$ cat src/rtl/rst_ckpt.sv
// Register status table: maps each architectural register to the ROB tag of its
// pending producer, with CDB clear, $0 protection, flush and branch checkpoints.
module rst_ckpt #(
  parameter int unsigned NREG       = 32,
  parameter int unsigned TAG_W      = 5,
  parameter int unsigned NCKPT      = 4,
  parameter int unsigned CDB_BYPASS = 1
) (
  input  logic                      clock,
  input  logic                      reset,
  input  logic [$clog2(NREG)-1:0]   Rsaddr_rst,
  output logic [TAG_W-1:0]          Rstag_rst,
  output logic                      Rsvalid_rst,
  input  logic [$clog2(NREG)-1:0]   Rtaddr_rst,
  output logic [TAG_W-1:0]          Rttag_rst,
  output logic                      Rtvalid_rst,
  input  logic                      Wen_rst,
  input  logic [$clog2(NREG)-1:0]   Waddr_rst,
  input  logic [TAG_W-1:0]          Wdata_rst,
  input  logic                      RB_valid_rst,
  input  logic [TAG_W-1:0]          RB_tag_rst,
  input  logic                      Ckpt_req_rst,
  output logic                      Ckpt_ok_rst,
  output logic [$clog2(NCKPT)-1:0]  Ckpt_id_rst,
  input  logic                      Ckpt_release_rst,
  input  logic                      Restore_rst,
  input  logic [$clog2(NCKPT)-1:0]  Restore_id_rst,
  input  logic                      Flush_rst,
  output logic                      Ckpt_full_rst,
  output logic                      Ckpt_empty_rst,
  output logic [NREG-1:0]           Busy_rst
);

  localparam int unsigned CW = $clog2(NCKPT);
  localparam int unsigned PW = CW + 1;

  logic [NREG-1:0]  vld_q, vld_d, clr_vld;
  logic [TAG_W-1:0] tag_q   [NREG];
  logic [TAG_W-1:0] tag_d   [NREG];
  logic [TAG_W-1:0] clr_tag [NREG];

  logic [NREG-1:0]  ck_vld_q [NCKPT];
  logic [NREG-1:0]  ck_vld_d [NCKPT];
  logic [TAG_W-1:0] ck_tag_q [NCKPT][NREG];
  logic [TAG_W-1:0] ck_tag_d [NCKPT][NREG];

  logic [PW-1:0]    head_q, tail_q, head_d, tail_d;
  logic [CW-1:0]    rst_off;
  logic             full_c, empty_c, rs_byp, rt_byp;

  // Checkpoint ring status; the extra pointer bit tells full from empty
  assign full_c         = (head_q[CW] != tail_q[CW]) && (head_q[CW-1:0] == tail_q[CW-1:0]);
  assign empty_c        = (head_q == tail_q);
  assign Ckpt_full_rst  = full_c;
  assign Ckpt_empty_rst = empty_c;
  assign Ckpt_ok_rst    = Ckpt_req_rst & ~full_c & ~Restore_rst & ~Flush_rst;
  assign Ckpt_id_rst    = tail_q[CW-1:0];
  assign Busy_rst       = vld_q;
  assign rst_off        = Restore_id_rst - head_q[CW-1:0];

  // Reads come from registered state; a live CDB match hides the pending bit
  assign rs_byp      = (CDB_BYPASS != 0) && RB_valid_rst && (tag_q[Rsaddr_rst] == RB_tag_rst);
  assign rt_byp      = (CDB_BYPASS != 0) && RB_valid_rst && (tag_q[Rtaddr_rst] == RB_tag_rst);
  assign Rstag_rst   = tag_q[Rsaddr_rst];
  assign Rsvalid_rst = vld_q[Rsaddr_rst] & ~rs_byp;
  assign Rttag_rst   = tag_q[Rtaddr_rst];
  assign Rtvalid_rst = vld_q[Rtaddr_rst] & ~rt_byp;

  always_comb begin
    clr_vld = vld_q;
    for (int i = 0; i < NREG; i++) begin
      clr_tag[i] = tag_q[i];
      if (RB_valid_rst && vld_q[i] && (tag_q[i] == RB_tag_rst)) begin
        clr_vld[i] = 1'b0;
        clr_tag[i] = '0;
      end
    end

    // Snapshots retire tags on the CDB just like the live table
    for (int s = 0; s < NCKPT; s++) begin
      ck_vld_d[s] = ck_vld_q[s];
      for (int i = 0; i < NREG; i++) begin
        ck_tag_d[s][i] = ck_tag_q[s][i];
        if (RB_valid_rst && ck_vld_q[s][i] && (ck_tag_q[s][i] == RB_tag_rst)) begin
          ck_vld_d[s][i] = 1'b0;
          ck_tag_d[s][i] = '0;
        end
      end
    end

    vld_d  = clr_vld;
    tag_d  = clr_tag;
    head_d = head_q;
    tail_d = tail_q;

    if (Flush_rst) begin
      vld_d  = '0;
      head_d = '0;
      tail_d = '0;
      for (int i = 0; i < NREG; i++) tag_d[i] = '0;
      for (int s = 0; s < NCKPT; s++) begin
        ck_vld_d[s] = '0;
        for (int i = 0; i < NREG; i++) ck_tag_d[s][i] = '0;
      end
    end else if (Restore_rst) begin
      vld_d = ck_vld_d[Restore_id_rst];
      tag_d = ck_tag_d[Restore_id_rst];
      // Restoring the head slot empties the ring and swallows any release
      if (rst_off == '0) begin
        tail_d = head_q;
      end else begin
        head_d = head_q + PW'(Ckpt_release_rst);
        tail_d = head_q + PW'(rst_off);
      end
    end else begin
      // Snapshot excludes this cycle's rename, which belongs to the younger path
      if (Ckpt_ok_rst) begin
        ck_vld_d[tail_q[CW-1:0]] = clr_vld;
        ck_tag_d[tail_q[CW-1:0]] = clr_tag;
        tail_d = tail_q + PW'(1);
      end
      if (Ckpt_release_rst && !empty_c) head_d = head_q + PW'(1);
      if (Wen_rst && (Waddr_rst != '0)) begin
        vld_d[Waddr_rst] = 1'b1;
        tag_d[Waddr_rst] = Wdata_rst;
      end
    end

    vld_d[0] = 1'b0;
    tag_d[0] = '0;
  end

  always_ff @(posedge clock) begin
    if (!reset) begin
      vld_q  <= '0;
      head_q <= '0;
      tail_q <= '0;
      for (int i = 0; i < NREG; i++) tag_q[i] <= '0;
      for (int s = 0; s < NCKPT; s++) begin
        ck_vld_q[s] <= '0;
        for (int i = 0; i < NREG; i++) ck_tag_q[s][i] <= '0;
      end
    end else begin
      vld_q    <= vld_d;
      tag_q    <= tag_d;
      ck_vld_q <= ck_vld_d;
      ck_tag_q <= ck_tag_d;
      head_q   <= head_d;
      tail_q   <= tail_d;
    end
  end

  // A restore must name a live checkpoint
  a_restore_live: assert property (@(posedge clock) disable iff (!reset)
      (Restore_rst && !Flush_rst) |-> (PW'(rst_off) < PW'(tail_q - head_q)))
    else $error("restore id outside live checkpoint range");

endmodule

$ cat config.mk
export PLATFORM = sky130hd
export DESIGN_NAME = rst_ckpt
export DESIGN_NICKNAME = d
export VERILOG_FILES = /design/src/rtl/rst_ckpt.sv
export SDC_FILE = /design/constraint.sdc
export NUM_CORES = 2
export LEC_CHECK = 0
export ABC_CLOCK_PERIOD_IN_PS = 3020
export CAP_MARGIN = 25
export CORE_MARGIN = 4
export CORE_UTILIZATION = 59
export CTS_BUF_LIST = sky130_fd_sc_hd__clkbuf_4
export DETAILED_ROUTE_END_ITERATION = 10
export PLACE_DENSITY = 0.79
export RECOVER_POWER = 100
export SYNTH_ARGS = -nofsm -noshare
export SYNTH_HDL_FRONTEND = slang
export SYNTH_SLANG_ARGS = --single-unit
$ cat constraint.sdc
create_clock -name clock -period 3.02 [get_ports clock]
set_clock_uncertainty 0.15 [all_clocks]
set_input_delay 0.302 -clock clock [delete_from_list [all_inputs] [get_ports clock]]
set_output_delay 0.302 -clock clock [all_outputs]
set_load 0.01 [all_outputs]
==> job_summary.md <==
## Synthesis and layout report

| Metric | Value |
|---|---|
| Final worst slack | `-0.680 ns` |
| Post-Synthesis Cells | `6919` |
| Worst hold slack | `0.114 ns` |
| Skew-Pair Late Insertion Delay | `1.20 ns` |
| Die X | `315 µm` |
| Most common cell in the synthesized netlist | `nor2_1` |
| Total grt overflow | `0` |
| # DRC | `0` |
| I/O pins | `84` |
| Share of cells above drive strength 1 | `18.2%` |
| Yosys cell count | `6919` |
| Post-CTS setup buffer count | `21` |
| Synth top area cells | `dfxtp_1 34%, nor2_1 11%, xor2_1 10%` |
| Source of the worst register-to-register timing path | `tail_q[1]` |
| Outcome | `finished, violations left` |
| Pre-Repair DR Iteration Count | `7` |
| Area growth from synthesis to final layout | `15.6%` |
| Most used cell, CP | `clkbuf_4` |
| Post-synthesis chip area from yosys | `55400 µm²` |
| Crit path required time | `2.57 ns` |
| Vias in the first global route | `52317` |
| Largest net degree at the start of global routing | `218` |
| Lkg Pwr | `25.2 nW` |
| Pre-CTS setup slack | `-1.18 ns` |
| Unrepaired setup endpoints after global routing | `yes` |
| Final min period | `3.70 ns` |
| Area leader, netlist | `dfxtp_1` |
| Worst Setup Start Kind | `input pin` |
| Cell Type Count | `55` |
| R2R depth | `10` |
| Hold Crit Start | `Restore_rst` |
| Max FO, Critical Path | `26` |
| Hold_buf cts | `25` |
| Count of maximum capacitance violations | `0` |
| Post-CTS sizing | `216` |
| Clock tree sinks | `936` |
| Routed vias/inst | `6.23` |
| Sequential fraction of the synthesis area | `33.8%` |
| OpenROAD warning count | `44` |
| Critical-path cell list | `dlygate4sd3_1, clkbuf_2, clkbuf_4, clkbuf_4, xor2_1, a21oi_2, a41oi_2, buf_2` |
| Hold path endpoint | `tag_q[52]` |
| Worst Hold Class | `input pin to flop` |
| Commonest cells in the netlist | `1554 x nor2_1, 936 x dfxtp_1, 749 x nand2_1` |
| Peak VDD IR | `0.000356 V` |
| First-pass GRT wire length | `293000 µm` |
| Largest type area fraction | `33.8%` |
| Crit. End Element | `primary output` |
| Max incr delay on CP | `0.64 ns` |
| Number of synthesized register bits | `936` |
| PortBufs | `82` |
| Final setup viols | `782` |
| Synth Area per Inst | `8.01 µm²` |
| Initial antenna violation count | `16` |
| Post-synth EDFFs | `0` |
| Crit path buf inv count | `5` |
| Htree depth | `5` |
| Cell Pwr Density | `433 nW/µm²` |
| Fmax | `0.270 GHz` |
| Slew margin rel. | `4.83%` |
| Violated checks | `negative setup slack` |
| Antenna viol nets, final | `0` |
| Worst-path clk slew | `0.06 ns` |
| Crit Path Class | `input pin to primary output` |
| Chip area | `98900 µm²` |
| Dominant flop cell | `dfxtp_1` |
| WHS Path Cells | `4` |
| Flop2flop setup slack | `-0.40 ns` |
| Critical path's top delay family | `buffers and inverters` |
| CTS Buffer Depth | `4` |
| CORE AREA | `93300 µm²` |
| Final nets | `7354` |
| WL per Instance | `21.7 µm` |
| Die height | `315 µm` |
| Num CTS Buffers | `275` |
| Fp util | `59.4%` |
| Post-synthesis cell area | `55400 µm²` |
| CTS tree | `built` |
| Async SR Flop Fraction | `0%` |
| Floorplan Nets | `6963` |
| Tcrit/Tclk final | `123%` |
| WL final | `190000 µm` |
| Hpwl dp | `134000 µm` |
| Fin. max-slew vios | `0` |
| FF-to-FF End | `ck_tag_q[613]` |
| First DRT Iteration DRCs | `6481` |
| Via count | `54328` |
| Fin. Hold Viols | `0` |
| Crit path DAT | `3.25 ns` |
| Count of yosys warnings during synthesis | `0` |
| All-layer global routing usage | `37.3%` |
| Slew @ Worst Pin | `1.43 ns` |
| Placer Congestion | `0.990` |
| Slowest library cell on the worst path | `clkbuf_4` |
| Root Buffer | `clkbuf_4` |
[stage by stage]
step           total power [W]  util, %  setup TNS (ns)  cell area [µm²]  std cells
2_1_floorplan           0.0148        -               0            55400       6919
6_report                0.0277     68.7         -173.76            64100       8721
3_5_place_dp            0.0160     64.3           -4.72            60000       8245
4_1_cts                 0.0277     68.6           -3.25            64000       8710
5_1_grt                 0.0286     68.7         -295.66            64100       8717
3_3_place_gp            0.0160     64.3           -4.61            60000       8245
[flip-flops by register name, summed over array words and instances (netlist names)]
register and count:
tail_q 3, tag_q 155, ck_tag_q 620, ck_vld_q 124
head_q 3, Busy_rst 31
[metal layers]
| layer | routed length (µm) | GRT usage [%] | vias up |
|---|---|---|---|
| met2 | 82600 | 57.3 | 3429 |
| met4 | 11500 | 21.2 | 18 |
| met1 | 72100 | 47.9 | 25463 |
| met3 | 23200 | 9.62 | 727 |
| li1 | - | - | 24691 |
| met5 | 116 | 0 | - |
[layout make-up]
| type | count | area (µm²) |
|---|---|---|
| Antenna cell | 6 | 15.0 |
| Clock buffer | 385 | 2890 |
| Clock inverter | 43 | 269 |
| Fill cell | 7410 | 29200 |
| Inverter | 10 | 37.5 |
| Multi-Input combinational cell | 5424 | 34100 |
| Sequential cell | 936 | 18900 |
| Tap cell | 1254 | 1570 |
| Timing Repair Buffer | 663 | 6330 |
[cells by family (layout without fill, tap and decap cells)]
group | after synthesis | after routing | synth area share (%)
flip-flops | 936 | 936 | 33.8
adder cells (fa/ha/maj) | 9 | 9 | 0.230
AND-OR/OR-AND | 1235 | 1235 | 13.3
AND/OR/NAND/NOR | 3041 | 3041 | 23.9
XOR/XNOR | 790 | 790 | 12.5
other | 1 | 7 | 0.00676
multiplexers | 348 | 348 | 10.8
buffers and inverters | 559 | 1101 | 5.48
[placed cells by master (no fill, tap or decap), types with 33 or more instances in the layout]
master / instances
mux2i_1: 109
mux4_2: 199
buf_6: 38
nor4_1: 155
nor2_1: 1554
nand2_1: 749
xor2_1: 629
xnor2_1: 159
a22oi_1: 41
clkbuf_4: 389
a21oi_1: 712
dfxtp_2: 67
buf_4: 419
a211oi_1: 330
nand3_1: 33
buf_12: 86
dlygate4sd3_1: 49
and2_0: 36
nor2b_1: 146
nand4_1: 155
dfxtp_1: 856
a31oi_1: 48
and2_1: 142
[how the worst max path moves through the flow]
stage | startpoint | to | cells after the start
2_1_floorplan | Restore_id_rst[0] | tail_q[1] | 12
3_3_place_gp | Rtaddr_rst[2] | Rtvalid_rst | 11
3_5_place_dp | Rtaddr_rst[2] | Rtvalid_rst | 11
4_1_cts | tag_q[40] | Rtvalid_rst | 9
5_1_grt | tag_q[51] | Rtvalid_rst | 9
6_report | RB_tag_rst[0] | Rsvalid_rst | 8
[power by group]
group	switching, W	leakage (nW)	internal, W
Combinational	0.00211	15.7	0.00134
Sequential	0.000111	7.59	0.0124
Clock	0.00561	1.91	0.00613
[worst register-to-register path, cell delays in order (launching register included)]
cell      delay (ns)
dfxtp_1         0.49
xor2_1          0.27
nor3_1          0.10
nor4b_1         0.47
buf_4           0.19
clkbuf_1        0.37
and2_4          0.65
buf_12          0.33
nor2_1          0.10
a21oi_1         0.13
nor2_1          0.05
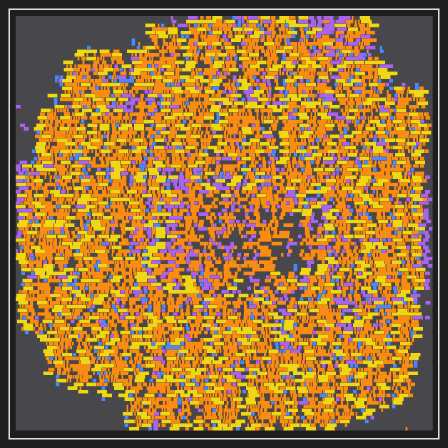
*Cells coloured by class*
Fill, decap, tap and diode cells in grey.
- combinational and other logic: orange (cells 5434; share of their area 55%)
- clock drivers and dummy loads: blue (cells 428; share of their area 5.1%)
- flops: yellow (cells 936; share of their area 30%)
- other buffers and delay cells: purple (cells 663; share of their area 10%)

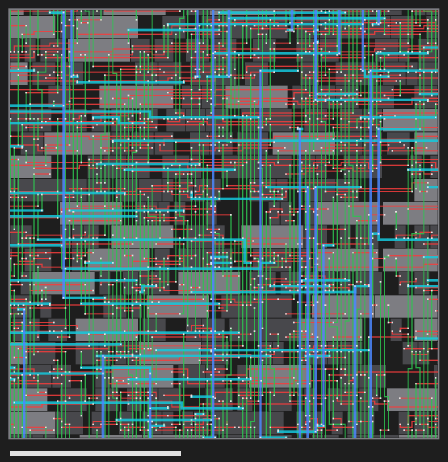
*Zoomed window*
The bar under the picture is 20 µm long. Window x 54 to 104, y 54 to 104 µm. Cells in grey, sequential cells in the stronger grey; small squares are vias.
- metal 3: cyan
- metal 4: blue
- metal 2: green
- metal 1: red
- cells with their middle in the window: 231
- netlist names of flops here include: ck_tag_q (16), ck_vld_q (9), tag_q (3)
- sequential cells in the window: 30
- most frequent: nor2_1 (44), a211oi_1 (28), dfxtp_1 (27)

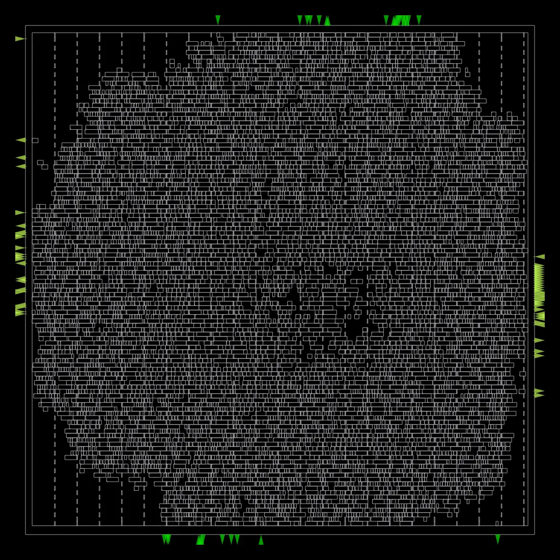
*Placement view*
Post-Route Utilization: 68.7%
# rows: 112

Power is estimated from default activity; no workload was simulated.
